[src/rtl/rtttl_player_if.sv]
// Song ROM read bus between the melody sequencer (master) and a synchronous ROM (slave).
// Read data is valid one clock after rom_en is sampled high.
interface rtttl_player_if #(
  parameter int ADDR_W = 8,
  parameter int DUR_W  = 6
);
  logic                 rom_en;
  logic [ADDR_W-1:0]    rom_addr;
  logic [8+DUR_W-1:0]   rom_data;

  modport master (
    output rom_en,
    output rom_addr,
    input  rom_data
  );

  modport slave (
    input  rom_en,
    input  rom_addr,
    output rom_data
  );
endinterface

[src/rtl/rtttl_player.sv]
// Melody sequencer: walks an external song ROM and drives {octave, note} to a tone
// generator, holding each entry for its duration in 1/64-note prescaler ticks.
module rtttl_player #(
  parameter int TICK_DIV = 23810,
  parameter int ADDR_W   = 8,
  parameter int DEPTH    = 62,
  parameter int DUR_W    = 6
) (
  input  logic           clk,
  input  logic           rst,
  input  logic           start_i,
  input  logic           stop_i,
  input  logic           pause_i,
  input  logic           loop_en_i,
  rtttl_player_if.master rom,
  output logic [3:0]     octave_o,
  output logic [3:0]     note_o,
  output logic           busy_o,
  output logic           note_stb_o,
  output logic           done_o
);

  localparam int PW = $clog2(TICK_DIV);
  localparam logic [PW-1:0]   PRESC_MAX = PW'(TICK_DIV - 1);
  localparam logic [ADDR_W:0] END_ADDR  = (ADDR_W + 1)'(DEPTH);

  typedef enum logic [1:0] {
    IDLE,
    FETCH,
    LOAD,
    PLAY
  } state_e;

  state_e            state_q;
  logic [PW-1:0]     presc_q;
  logic [DUR_W-1:0]  remaining_q;
  logic [ADDR_W-1:0] addr_q;
  logic              rom_en_q;
  logic [3:0]        octave_q;
  logic [3:0]        note_q;
  logic              note_stb_q;
  logic              done_q;

  logic [DUR_W-1:0]  entry_dur;
  logic [3:0]        entry_oct;
  logic [3:0]        entry_note;
  logic [ADDR_W:0]   addr_d;
  logic              running;
  logic              tick;
  logic              note_over;
  logic              addr_last;
  logic              end_hit;
  logic              advance;

  assign entry_dur  = rom.rom_data[DUR_W-1:0];
  assign entry_note = rom.rom_data[DUR_W+3:DUR_W];
  assign entry_oct  = rom.rom_data[DUR_W+7:DUR_W+4];

  // The extra address bit lets addr+1 reach DEPTH even when DEPTH == 2**ADDR_W.
  assign addr_d    = {1'b0, addr_q} + (ADDR_W + 1)'(1);
  assign running   = (state_q != IDLE) && !pause_i;
  assign tick      = running && (presc_q == PRESC_MAX);
  assign note_over = (state_q == PLAY) && tick && (remaining_q == DUR_W'(1));
  assign addr_last = (addr_d == END_ADDR);
  assign end_hit   = ((state_q == LOAD) && (entry_dur == '0)) || (note_over && addr_last);
  assign advance   = note_over && !addr_last;

  // Prescaler free-runs across notes so note spacing stays exactly dur*TICK_DIV.
  always_ff @(posedge clk or posedge rst) begin
    if (rst) begin
      state_q     <= IDLE;
      presc_q     <= '0;
      remaining_q <= '0;
      addr_q      <= '0;
      rom_en_q    <= 1'b0;
      octave_q    <= '0;
      note_q      <= '0;
      note_stb_q  <= 1'b0;
      done_q      <= 1'b0;
    end else begin
      note_stb_q <= 1'b0;
      done_q     <= 1'b0;
      rom_en_q   <= 1'b0;
      if (running) begin
        presc_q <= (presc_q == PRESC_MAX) ? '0 : presc_q + 1'b1;
      end

      if (stop_i && (state_q != IDLE)) begin
        state_q  <= IDLE;
        octave_q <= '0;
        note_q   <= '0;
      end else if (end_hit) begin
        // Restarting from an end marker at entry 0 would refetch it forever.
        if (loop_en_i && (addr_q != '0)) begin
          addr_q   <= '0;
          rom_en_q <= 1'b1;
          state_q  <= FETCH;
        end else begin
          state_q  <= IDLE;
          octave_q <= '0;
          note_q   <= '0;
          done_q   <= 1'b1;
        end
      end else if (advance) begin
        addr_q   <= addr_d[ADDR_W-1:0];
        rom_en_q <= 1'b1;
        state_q  <= FETCH;
      end else begin
        case (state_q)
          IDLE: begin
            if (start_i && !stop_i) begin
              presc_q  <= '0;
              addr_q   <= '0;
              rom_en_q <= 1'b1;
              state_q  <= FETCH;
            end
          end
          FETCH: begin
            state_q <= LOAD;
          end
          LOAD: begin
            octave_q    <= entry_oct;
            note_q      <= entry_note;
            remaining_q <= entry_dur;
            note_stb_q  <= 1'b1;
            state_q     <= PLAY;
          end
          PLAY: begin
            if (tick) begin
              remaining_q <= remaining_q - 1'b1;
            end
          end
          default: begin
            state_q <= IDLE;
          end
        endcase
      end
    end
  end

  assign rom.rom_en   = rom_en_q;
  assign rom.rom_addr = addr_q;
  assign octave_o     = octave_q;
  assign note_o       = note_q;
  assign busy_o       = (state_q != IDLE);
  assign note_stb_o   = note_stb_q;
  assign done_o       = done_q;

endmodule

[src/flat_wrapper.sv]
// flat-port wrapper written by rule: the top's interface ports become plain ports
module rtttl_player_flat 
#(
  parameter int TICK_DIV = 23810,
  parameter int ADDR_W   = 8,
  parameter int DEPTH    = 62,
  parameter int DUR_W    = 6
)
  (clk, rst, start_i, stop_i, pause_i, loop_en_i, octave_o, note_o, busy_o, note_stb_o, done_o, rom_rom_en, rom_rom_addr, rom_rom_data);
  rtttl_player_if #(.ADDR_W(ADDR_W), .DUR_W(DUR_W)) rom_i ();
  input  logic clk;
  input  logic rst;
  input  logic start_i;
  input  logic stop_i;
  input  logic pause_i;
  input  logic loop_en_i;
  output logic [3:0] octave_o;
  output logic [3:0] note_o;
  output logic busy_o;
  output logic note_stb_o;
  output logic done_o;
  output wire logic [$bits(rom_i.rom_en)-1:0] rom_rom_en;
  output wire logic [$bits(rom_i.rom_addr)-1:0] rom_rom_addr;
  input wire logic [$bits(rom_i.rom_data)-1:0] rom_rom_data;
  assign rom_rom_en = rom_i.rom_en;
  assign rom_rom_addr = rom_i.rom_addr;
  assign rom_i.rom_data = rom_rom_data;
  rtttl_player #(.TICK_DIV(TICK_DIV), .ADDR_W(ADDR_W), .DEPTH(DEPTH), .DUR_W(DUR_W)) u_core (.clk(clk), .rst(rst), .start_i(start_i), .stop_i(stop_i), .pause_i(pause_i), .loop_en_i(loop_en_i), .rom(rom_i), .octave_o(octave_o), .note_o(note_o), .busy_o(busy_o), .note_stb_o(note_stb_o), .done_o(done_o));
endmodule
[config.mk]
export PLATFORM = sky130hd
export DESIGN_NAME = rtttl_player_flat
export DESIGN_NICKNAME = d
export VERILOG_FILES = /design/src/rtl/rtttl_player_if.sv /design/src/rtl/rtttl_player.sv /design/src/flat_wrapper.sv
export SDC_FILE = /design/constraint.sdc
export NUM_CORES = 1
export LEC_CHECK = 0
export CAP_MARGIN = 20
export CORE_ASPECT_RATIO = 0.8
export CORE_MARGIN = 1
export CORE_UTILIZATION = 57
export DETAILED_ROUTE_END_ITERATION = 6
export GPL_ROUTABILITY_DRIVEN = 0
export PLACE_DENSITY = 0.9
export SYNTH_ARGS = -nofsm -noshare
export SYNTH_HDL_FRONTEND = slang
export SYNTH_SLANG_ARGS = --single-unit
[constraint.sdc]
create_clock -name clk -period 5.9 [get_ports clk]
set_input_delay 1.18 -clock clk [delete_from_list [all_inputs] [get_ports clk]]
set_output_delay 1.18 -clock clk [all_outputs]
set_load 0.01 [all_outputs]
### PDN straps and rails

The bar under the picture is 20 um long. Pins as bars on the die edge. Tap cells in gray.
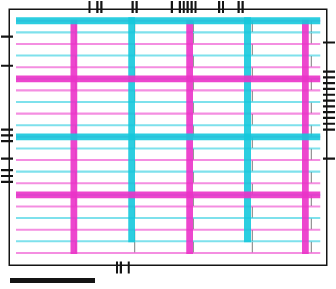
[magenta] VSS
[cyan] VDD
tap cells: 55
rows: 20
die height: 59.6 um
die width: 74.1 um
core area: 3880 um^2
worst IR drop on VDD: 0.210 mV

### Cell classes on the final placement

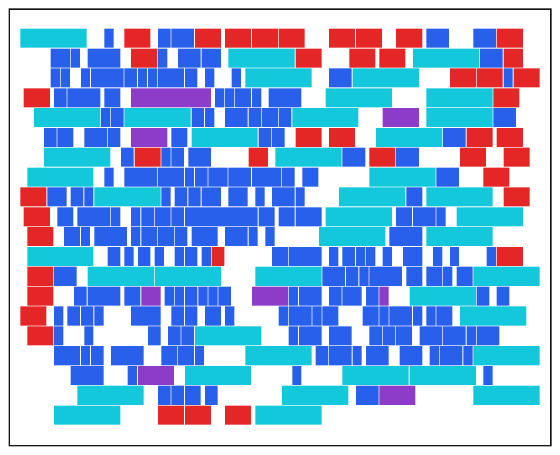
[red] remaining buffers and delay cells | cells: 42 | share of their area: 14%
[purple] clock drivers and dummy loads | cells: 8 | share of their area: 3.9%
[blue] remaining logic cells | cells: 206 | share of their area: 45%
[cyan] sequential cells | cells: 42 | share of their area: 37%
utilization after layout: 75.4%
site row count: 20
Layout Cell Area excl Fill: 2920 um^2
sequential cell area share: 36.0%

### Routed clock nets over the placement

The bar under the picture is 20 um long.
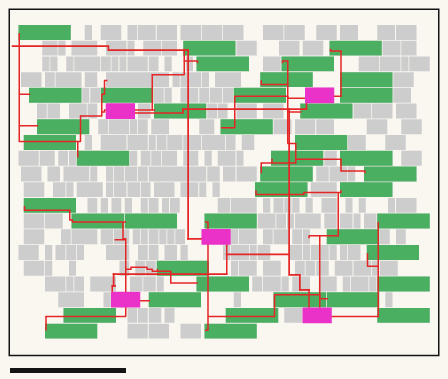
[red] clock wires | length: 545 um
[magenta] clock-net drivers | count: 5
[green] flip-flops | count: 42
flops lie: widely spread
routed clock nets: 6
power share of the clock group: 22.7%
clock-net power: 0.228 mW
Clock Skew: 0.00842 ns
clk_lat worst skew: 0.31 ns

==> results_dict.tcl <==
# place-and-route summary
set metrics [dict create \
    ys_types 47 \
    timing.rr.start "u_core.state_q[0]$_DFFE_PP0P_" \
    yosys.stat.seqShare_pct 44.4 \
    hold_viol 0 \
    antennaDiodeCount 0 \
    cp.required_ns 6.08 \
    drt_wl_total_um 5130 \
    post_cts_buffers 0 \
    layout_min_cycle_time_ns 3.33 \
    fp_util_pct 61.0 \
    cts_tree "built" \
    max_freq_ghz 0.300 \
    ys_cells 255 \
    ys_async_sr_fraction_pct 100 \
    numPortBuffers 39 \
    drc 0 \
    path_class "input pin to register" \
    wl_per_cell_um 14.5 \
    synth_area_um2 2370 \
    cap_violations 0 \
    syn_avg_cell_area_um2 9.28 \
    first_pass_iters 4 \
    cp_max_fo 12 \
    die_area_um2 4420 \
    fin_crit_sh_pct 56.5 \
    nets 328 \
    first_global_vias 1840 \
    end_kind "register" \
    ys_area_um2 2370 \
    slew_headroom_pct 53.1 \
    ant_nets 0 \
    start_kind "input pin" \
    worst_slew_pin_slew_ns 0.694 \
    ys.flops 42 \
    final_common_cell "dfrtp_1" \
    edf_count 0 \
    largest_area_cell "dfrtp_1" \
    grt_setup_unrepaired "no" \
    p_leak_nw 1.29 \
    outcome "complete, no violations" \
    layout_top_cells "dfrtp_1, clkdlybuf4s50_1, nand2_1" \
    clockRootBuffer "clkbuf_8" \
    fin_setup_tns_ns 0 \
    tool_warnings 33 \
]
cell usage after synthesis (2+ instances only):
master    count
dfrtp_1      42
nand2_1      27
nor2_1       26
o21ai_0      21
inv_1        15
ha_1         11
a21oi_1      10
xor2_1       10
nand3_1       9
a22o_1        8
nor3_1        7
clkbuf_1      5
nor2b_1       5
xnor2_1       5
and3_1        4
nand4_1       4
o22ai_1       4
o31ai_1       4
nand2b_1      3
or3_1         3
and4_1        2
mux2i_1       2
nor4b_1       2
or2_2         2
or4_1         2
report_power, final:
part,switching (mW),internal [mW],leakage (nW)
Combinational,0.193,0.176,0.685
Clock,0.102,0.126,0.0514
Sequential,0.0569,0.353,0.556
Total,0.352,0.655,1.29
area by class of cell:
class,count,area (um^2)
clock buffer,6,72.6
tap,55,68.8
multi-input combinational,191,1230
timing repair buffer,42,410
fill,280,956
sequential,42,1050
inverter,15,56.3
clock inverter,2,37.5
per-layer routing:
| metal | GRT usage, % | vias up | wire length [um] |
|---|---|---|---|
| met5 | 0 | - | 0 |
| met4 | 13.5 | 0 | 84 |
| met3 | 4.76 | 9 | 273 |
| met2 | 41.7 | 53 | 2410 |
| met1 | 34.6 | 954 | 2370 |
| li1 | - | 982 | - |
kinds of logic (layout without fill, tap and decap cells):
group	count (synthesis)	count (layout)	synth area share [%]
and+or+nand+nor	107	107	23.5
AOI/OAI and AO/OA	56	56	16.1
DFF	42	42	44.4
buffers and inverters	22	65	3.81
xor gates and xnor gates	15	15	5.55
adders and majority gates	11	11	5.81
muxes	2	2	0.846
worst paths after layout:
check / endpoint / cells past startpoint
max: u_core.rom.rom_addr[0]$_DFFE_PP0P_ / 8
min: u_core.note_o[2]$_DFFE_PP0P_ / 1
max reg2reg: u_core.rom.rom_addr[0]$_DFFE_PP0P_ / 8
min reg2reg: u_core.note_o[2]$_DFFE_PP0P_ / 1
max in group asynchronous: u_core.rom.rom_addr[2]$_DFFE_PP0P_ / 3
min in group asynchronous: u_core.octave_o[1]$_DFFE_PP0P_ / 3
worst max-delay path, cell delays in order:
cell and delay, ns:
clkdlybuf4s50_1 0.49, nor4bb_1 0.29, and4bb_2 0.31, nand2_1 0.10, o41ai_4 0.50, a221o_2 0.37, or2_4 0.20, o21ai_0 0.07
sequential cells by signal (all words and copies together), names as in the netlist:
signal               cells
u_core.state_q           2
u_core.done_o            1
u_core.note_o            4
u_core.presc_q          15
u_core.rom.rom_addr      8
u_core.octave_o          4
u_core.note_stb_o        1
u_core.remaining_q       6
u_core.rom.rom_en        1
per-stage QoR:
stage / total power, mW / instances / util, % / hold slack (ns) / cell area, um^2
after detailed placement: 0.777 / 344 / 72.4 / 0.487 / 2810
after floorplan: 0.644 / 255 / - / 0.500 / 2370
after global placement: 0.762 / 344 / 72.4 / 0.483 / 2810
after global routing: 1.08 / 353 / 75.4 / 0.513 / 2920
after CTS: 1.01 / 352 / 75.2 / 0.507 / 2920
final: 1.01 / 353 / 75.4 / 0.505 / 2920
Power is estimated from default activity; no workload was simulated.
